Fig. 1: run 1, pin placement
(2 px per µm) Pins as bars across the die edge, other pins in grey.
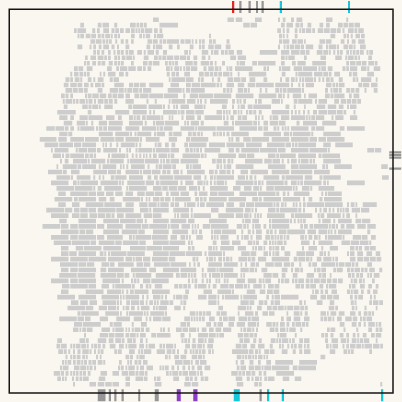
Fig. 2: run 1, the clock network
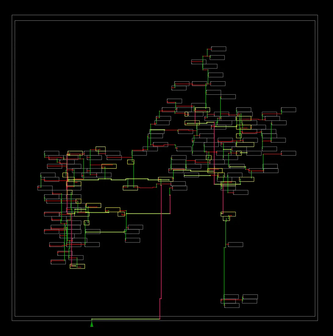
Fig. 3: run 1, local utilization
(2 px per µm) 19 x 19 tiles, from black (low) to pale yellow (high), 0 to 100% covered.
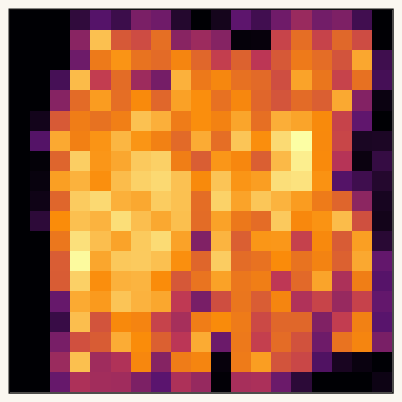
`src/rtl/hill_key_inverter.sv`:
```
// hill_key_inverter
//   Computes the mod-26 inverse of a 3x3 Hill cipher key and streams it out
//   on a key-write port shaped like the cipher core's key-load port. The
//   decrypt key can therefore be written straight into the cipher.
//
//   Datapath: the nine cofactors are computed one per cycle. The determinant
//   is formed from row 0. The inverse of the determinant is found by a linear
//   search over the candidates. Each output entry is dinv * C[c][r], which is
//   the adjugate scaled by dinv.
//
// Ports
//   clk, rst_n        clock, async active-low reset
//   start             one-cycle pulse, accepted only in IDLE
//   key_data/addr/wen key entry load (row-major r*3+c), accepted only in IDLE
//   inv_key_data/addr/wen  inverse entry stream, 9 consecutive cycles
//   busy              high from the cycle after start until done
//   done              one-cycle completion pulse
//   singular          key not invertible mod 26; held until the next start
module hill_key_inverter #(
  parameter int BLOCK_SIZE = 3,
  parameter int DATA_WIDTH = 8,
  parameter int MODULUS    = 26
) (
  input  logic                  clk,
  input  logic                  rst_n,
  input  logic                  start,
  input  logic [DATA_WIDTH-1:0] key_data,
  input  logic [3:0]            key_addr,
  input  logic                  key_wen,
  output logic [DATA_WIDTH-1:0] inv_key_data,
  output logic [3:0]            inv_key_addr,
  output logic                  inv_key_wen,
  output logic                  busy,
  output logic                  done,
  output logic                  singular
);

  localparam int          NE   = BLOCK_SIZE * BLOCK_SIZE;
  localparam int          RW   = $clog2(MODULUS);
  // All intermediates are 11 bits wide. The largest value is the
  // determinant sum, 3 * 25 * 25 = 1875.
  localparam logic [10:0] M11  = 11'(MODULUS);
  localparam logic [3:0]  LAST = 4'(NE - 1);

  typedef enum logic [2:0] {IDLE, COF, DET, SRCH, EMIT, FIN} state_t;

  state_t        state;
  logic [RW-1:0] key [NE];
  logic [RW-1:0] cof [NE];
  logic [3:0]    cnt;     // cofactor index in COF, output address in EMIT
  logic [RW-1:0] cand;
  logic [RW-1:0] det_r;
  logic [RW-1:0] dinv;

  function automatic logic [RW-1:0] mulmod(input logic [RW-1:0] a, input logic [RW-1:0] b);
    logic [10:0] p;
    p = 11'(a) * 11'(b);
    return RW'(p % M11);
  endfunction

  function automatic logic [3:0] idx(input logic [1:0] r, input logic [1:0] c);
    return 4'(r) * 4'd3 + 4'(c);
  endfunction

  // Split cnt into (i, j) = (cnt/3, cnt%3).
  logic [1:0] ci, cj;
  always_comb begin
    ci = 2'd0;
    if (cnt >= 4'd6)      ci = 2'd2;
    else if (cnt >= 4'd3) ci = 2'd1;
    cj = 2'(cnt - 4'(ci) * 4'd3);
  end

  // Cofactor C[ci][cj] is the signed 2x2 minor formed from the rows and
  // columns other than ci and cj. Each term is kept non-negative by adding
  // MODULUS before the subtraction.
  logic [1:0]    r0, r1, c0, c1;
  logic [RW-1:0] p1, p2, minor, cof_val;
  logic [10:0]   msum;
  always_comb begin
    r0      = (ci == 2'd0) ? 2'd1 : 2'd0;
    r1      = (ci == 2'd2) ? 2'd1 : 2'd2;
    c0      = (cj == 2'd0) ? 2'd1 : 2'd0;
    c1      = (cj == 2'd2) ? 2'd1 : 2'd2;
    p1      = mulmod(key[idx(r0, c0)], key[idx(r1, c1)]);
    p2      = mulmod(key[idx(r0, c1)], key[idx(r1, c0)]);
    msum    = 11'(p1) + M11 - 11'(p2);
    minor   = RW'(msum % M11);
    cof_val = minor;
    if ((ci[0] ^ cj[0]) && (minor != '0)) cof_val = RW'(M11 - 11'(minor));
  end

  // Determinant by expansion along row 0.
  logic [10:0]   dsum;
  logic [RW-1:0] det_val;
  always_comb begin
    dsum    = 11'(key[0]) * 11'(cof[0]) + 11'(key[1]) * 11'(cof[1])
            + 11'(key[2]) * 11'(cof[2]);
    det_val = RW'(dsum % M11);
  end

  // The output at address (r, c) uses the transposed cofactor C[c][r].
  logic [3:0] adj;
  assign adj = idx(cj, ci);

  always_ff @(posedge clk or negedge rst_n) begin
    if (!rst_n) begin
      state        <= IDLE;
      for (int n = 0; n < NE; n++) begin
        key[n] <= '0;
        cof[n] <= '0;
      end
      cnt          <= '0;
      cand         <= '0;
      det_r        <= '0;
      dinv         <= '0;
      inv_key_data <= '0;
      inv_key_addr <= '0;
      inv_key_wen  <= 1'b0;
      busy         <= 1'b0;
      done         <= 1'b0;
      singular     <= 1'b0;
    end else begin
      // Output data and address stay at zero whenever inv_key_wen is low.
      inv_key_data <= '0;
      inv_key_addr <= '0;
      inv_key_wen  <= 1'b0;
      done         <= 1'b0;
      case (state)
        IDLE: begin
          if (key_wen && key_addr <= LAST)
            key[key_addr] <= RW'(11'(key_data) % M11);
          if (start) begin
            singular <= 1'b0;
            busy     <= 1'b1;
            cnt      <= '0;
            state    <= COF;
          end
        end
        COF: begin
          cof[cnt] <= cof_val;
          if (cnt == LAST) begin
            cnt   <= '0;
            state <= DET;
          end else begin
            cnt <= cnt + 4'd1;
          end
        end
        DET: begin
          det_r <= det_val;
          // A residue is a unit mod 26 exactly when it is odd and not 13.
          if (!det_val[0] || det_val == RW'(MODULUS / 2)) begin
            singular <= 1'b1;
            state    <= FIN;
          end else begin
            cand  <= RW'(1);
            state <= SRCH;
          end
        end
        SRCH: begin
          if (mulmod(det_r, cand) == RW'(1)) begin
            dinv  <= cand;
            cnt   <= '0;
            state <= EMIT;
          end else if (cand == RW'(MODULUS - 1)) begin
            // Unreachable when DET has already filtered non-units. This
            // branch keeps the FSM from hanging in SRCH.
            singular <= 1'b1;
            state    <= FIN;
          end else begin
            cand <= cand + RW'(1);
          end
        end
        EMIT: begin
          inv_key_wen  <= 1'b1;
          inv_key_addr <= cnt;
          inv_key_data <= DATA_WIDTH'(mulmod(dinv, cof[adj]));
          if (cnt == LAST) begin
            cnt   <= '0;
            state <= FIN;
          end else begin
            cnt <= cnt + 4'd1;
          end
        end
        FIN: begin
          done  <= 1'b1;
          busy  <= 1'b0;
          state <= IDLE;
        end
        default: state <= IDLE;
      endcase
    end
  end

endmodule

```
`config.mk`:
```
export PLATFORM = sky130hd
export DESIGN_NAME = hill_key_inverter
export DESIGN_NICKNAME = d
export VERILOG_FILES = /design/src/rtl/hill_key_inverter.sv
export SDC_FILE = /design/constraint.sdc
export NUM_CORES = 1
export LEC_CHECK = 0
export CAP_MARGIN = 20
export CORE_MARGIN = 1.5
export CORE_UTILIZATION = 53
export CTS_CLUSTER_DIAMETER = 60
export CTS_CLUSTER_SIZE = 24
export DETAILED_ROUTE_END_ITERATION = 8
export PLACE_DENSITY = 0.76
export SETUP_SLACK_MARGIN = 0.3
export SLEW_MARGIN = 20
export SYNTH_ARGS = -nofsm -noshare
export SYNTH_HDL_FRONTEND = slang
export SYNTH_SLANG_ARGS = --single-unit
```
`constraint.sdc`:
```
create_clock -name clk -period 21.8 [get_ports clk]
set_input_delay 2.18 -clock clk [delete_from_list [all_inputs] [get_ports clk]]
set_output_delay 2.18 -clock clk [all_outputs]
set_load 0.01 [all_outputs]
```
==> run summary, run 1 <==
Synthesis and place-and-route results.

- By area, the class that comes first in the final layout consists of logic gates.
- Max-cap violations in this run came to 0.
- The number of antenna violations at the first check in global routing is 0.
- Before antenna repair, the detailed router went through 6 iterations.
- The H-tree level count is 4.
- The count of buffers added on input and output ports is 28.
- The finished layout reports a core utilization of 57.2%.
- The top logic cell by instance count in the layout is sky130_fd_sc_hd__nand2_1.
- The worst slack on hold paths is 483 ps.
- Per the post-route antenna check, the number of violating nets is 0.
- According to the hold report, the worst path is of the flop to flop type.
- The floorplan step set the die width to 191 µm.
- The number of multi-input logic gates is 1827.
- For reference, the critical path is captured by cof[38].
- The routed layout has 17.1k vias.
- The count of final max-slew check failures is 0.
- The flow reports an fmax of 60.0 MHz.
- Per the layout area report, the register area comes to 0.00313 mm².
- The met3 capacity usage during global routing is 4.41%.
- Entering global routing, the biggest net connects 70 pins.
- The number of placed I/O pins is 32.
- The synthesized netlist contains 103 unique library cells.
- The most critical setup path has its startpoint at cnt[0].
- The number of buffers between clock root and the deepest sink is 2.
- STA classifies the critical path endpoint as a flop.
- The beginning of the worst hold path is cof[9].
- The flow ran to the end, and the final reports show no timing, DRC or antenna violations.
- The floorplan has 68 rows.
- The synthesis report lists the most area-consuming cells as sky130_fd_sc_hd__dfrtp_1 (17%), sky130_fd_sc_hd__ha_1 (10%), sky130_fd_sc_hd__fa_1 (9.9%), sky130_fd_sc_hd__mux4_2 (6.1%), sky130_fd_sc_hd__mux2_2 (5.0%).
- The first global-routing pass estimated 79.8 mm of wire.
- The instance area after placement is 0.0193 mm².
- The layout buffer count excluding clock buffers is 38.
- The overall routed net length is 47.3 mm.
- The HPWL after detailed placement is 36.3 mm.
- The endpoint of the lowest-slack register-to-register path is cof[38].
- The area fraction in compound gates is 21.0%.
- The fraction of the cycle the final worst path needs is 76.5%.
- The library cells used most frequently in the layout, excluding fill and tap cells, are sky130_fd_sc_hd__nand2_1 (240), sky130_fd_sc_hd__nor2_1 (182), sky130_fd_sc_hd__inv_1 (176).
- The sum of routed wire segments on met1 is 20.3 mm.
- The final worst-path setup slack is 5130 ps.
-- Fig. 1 (at the start) --
| colour | port | pins | direction | edge |
|---|---|---|---|---|
| red | `key_wen` | 1 | input | top |
| cyan | `inv_key_data` | 8 | output | 6 bottom, 2 top |
| purple | `key_addr` | 4 | input | bottom |
all pins by edge: 21 bottom, 7 top, 4 right

-- Fig. 2 (at the start) --
flip-flop and latch count: 125
tally of clock buffers in the finished layout: 17
number of buffers created by CTS: 17

-- Fig. 3 (at the start) --
tiles over 75% full: 28%
emptiest ninth of the die: top left
nearly empty tiles: 13%

[run 1: sequential cells by signal (all words and copies together) (netlist names)]
name	cells
det_r	5
inv_key_addr	4
busy	1
cof	45
singular	1
inv_key_wen	1
state	3
done	1
cand	5
inv_key_data	5
key	45
cnt	4
dinv	5
[run 1: critical path: cells and delay by family (launching register included)]
family,cells,cell delay (ps)
compound gates,19,4310
mux,3,1000
fa+ha+maj,15,4880
simple gates,12,3180
buf+inv,7,640
xor+xnor,7,2120
flops,1,450
--- run 2 (diff from run 1) ---
- PLACE_DENSITY: 0.76 -> 0.79
- clock period: 21.8 -> 14.4 ns (I/O delays scaled with it)
Fig. 4: run 2, the clock network
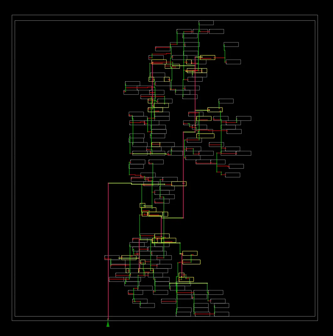
tally of clock buffers in the finished layout: 18
clock tree sinks: 125

==> run summary, run 2 <==
Synthesis and place-and-route results.

- The HPWL reported at the end of detailed placement is 36.4 mm (was 36.3 mm).
- The clock buffer count from CTS came to 17 (unchanged).
- The number of buffers between clock root and the deepest sink was 2 (unchanged).
- The overall routed net length came to 50.1 mm (was 47.3 mm).
- The width of the die was 191 µm (unchanged).
- Outcome: finished clean (unchanged).
- The H-tree level count is 4 (unchanged).
- The final antenna-violating net count is 0 (unchanged).
- The sequential cell area is 0.00313 mm² (unchanged).
- The number of placed I/O pins came to 32 (unchanged).
- The layout buffer count excluding clock buffers is 114 (was 38).
- The top achievable clock speed is 73.2 MHz (was 60.0 MHz).
- The path category of the worst min-delay check is flop to flop (unchanged).
- The area fraction in compound gates was 21.0% (unchanged).
- Most common logic cells in the final layout: sky130_fd_sc_hd__nand2_1 (234), sky130_fd_sc_hd__nor2_1 (177), sky130_fd_sc_hd__inv_1 (175) (was sky130_fd_sc_hd__nand2_1 (240), sky130_fd_sc_hd__nor2_1 (182), sky130_fd_sc_hd__inv_1 (176)).
- The detailed-routing iteration count for the pre-antenna-repair pass came to 8 (was 6).
- The wire length of the first global-routing pass is 83.5 mm (was 79.8 mm).
- Top area cells in the synthesized netlist: sky130_fd_sc_hd__dfrtp_1 (17%), sky130_fd_sc_hd__ha_1 (10%), sky130_fd_sc_hd__fa_1 (9.9%), sky130_fd_sc_hd__mux4_2 (6.1%), sky130_fd_sc_hd__mux2_2 (5.0%) (unchanged).
- The number of multi-input logic gates came to 1827 (unchanged).
- The cell class with the largest area share is logic gates (unchanged).
- The final worst-path setup slack is 745 ps (was 5130 ps).
- The worst slack on hold paths is 482 ps (was 483 ps).
- The routed via count was 17.7k (was 17.1k).
Fig. 5: run 2, local utilization
(2 px per µm) 19 x 19 tiles, from black (low) to pale yellow (high), 0 to 100% covered.
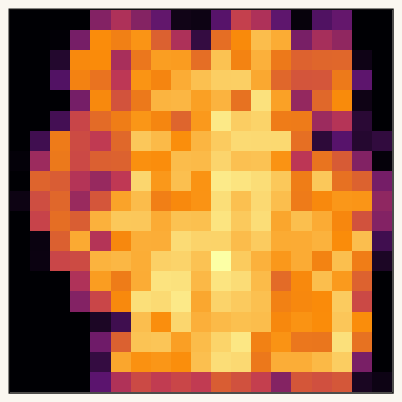
tiles over 75% full: 40%
emptiest ninth of the die: bottom left
mean over tiles: 56%
nearly empty tiles: 16%
fullest tile: 100%

run 2: cell counts after synthesis:
No cell type changed its count.
run 2: final timing paths:
check                      startpoint              end  cells past startpoint
setup reg to reg               cnt[0]           cof[2]                     67
min in group asynchronous       rst_n          key[20]                      1
hold reg to reg               cof[24]          cof[24]                      2
hold / removal                cof[24]          cof[24]                      2
max in group asynchronous       rst_n  inv_key_data[0]                      2
setup / recovery               cnt[0]           cof[2]                     67
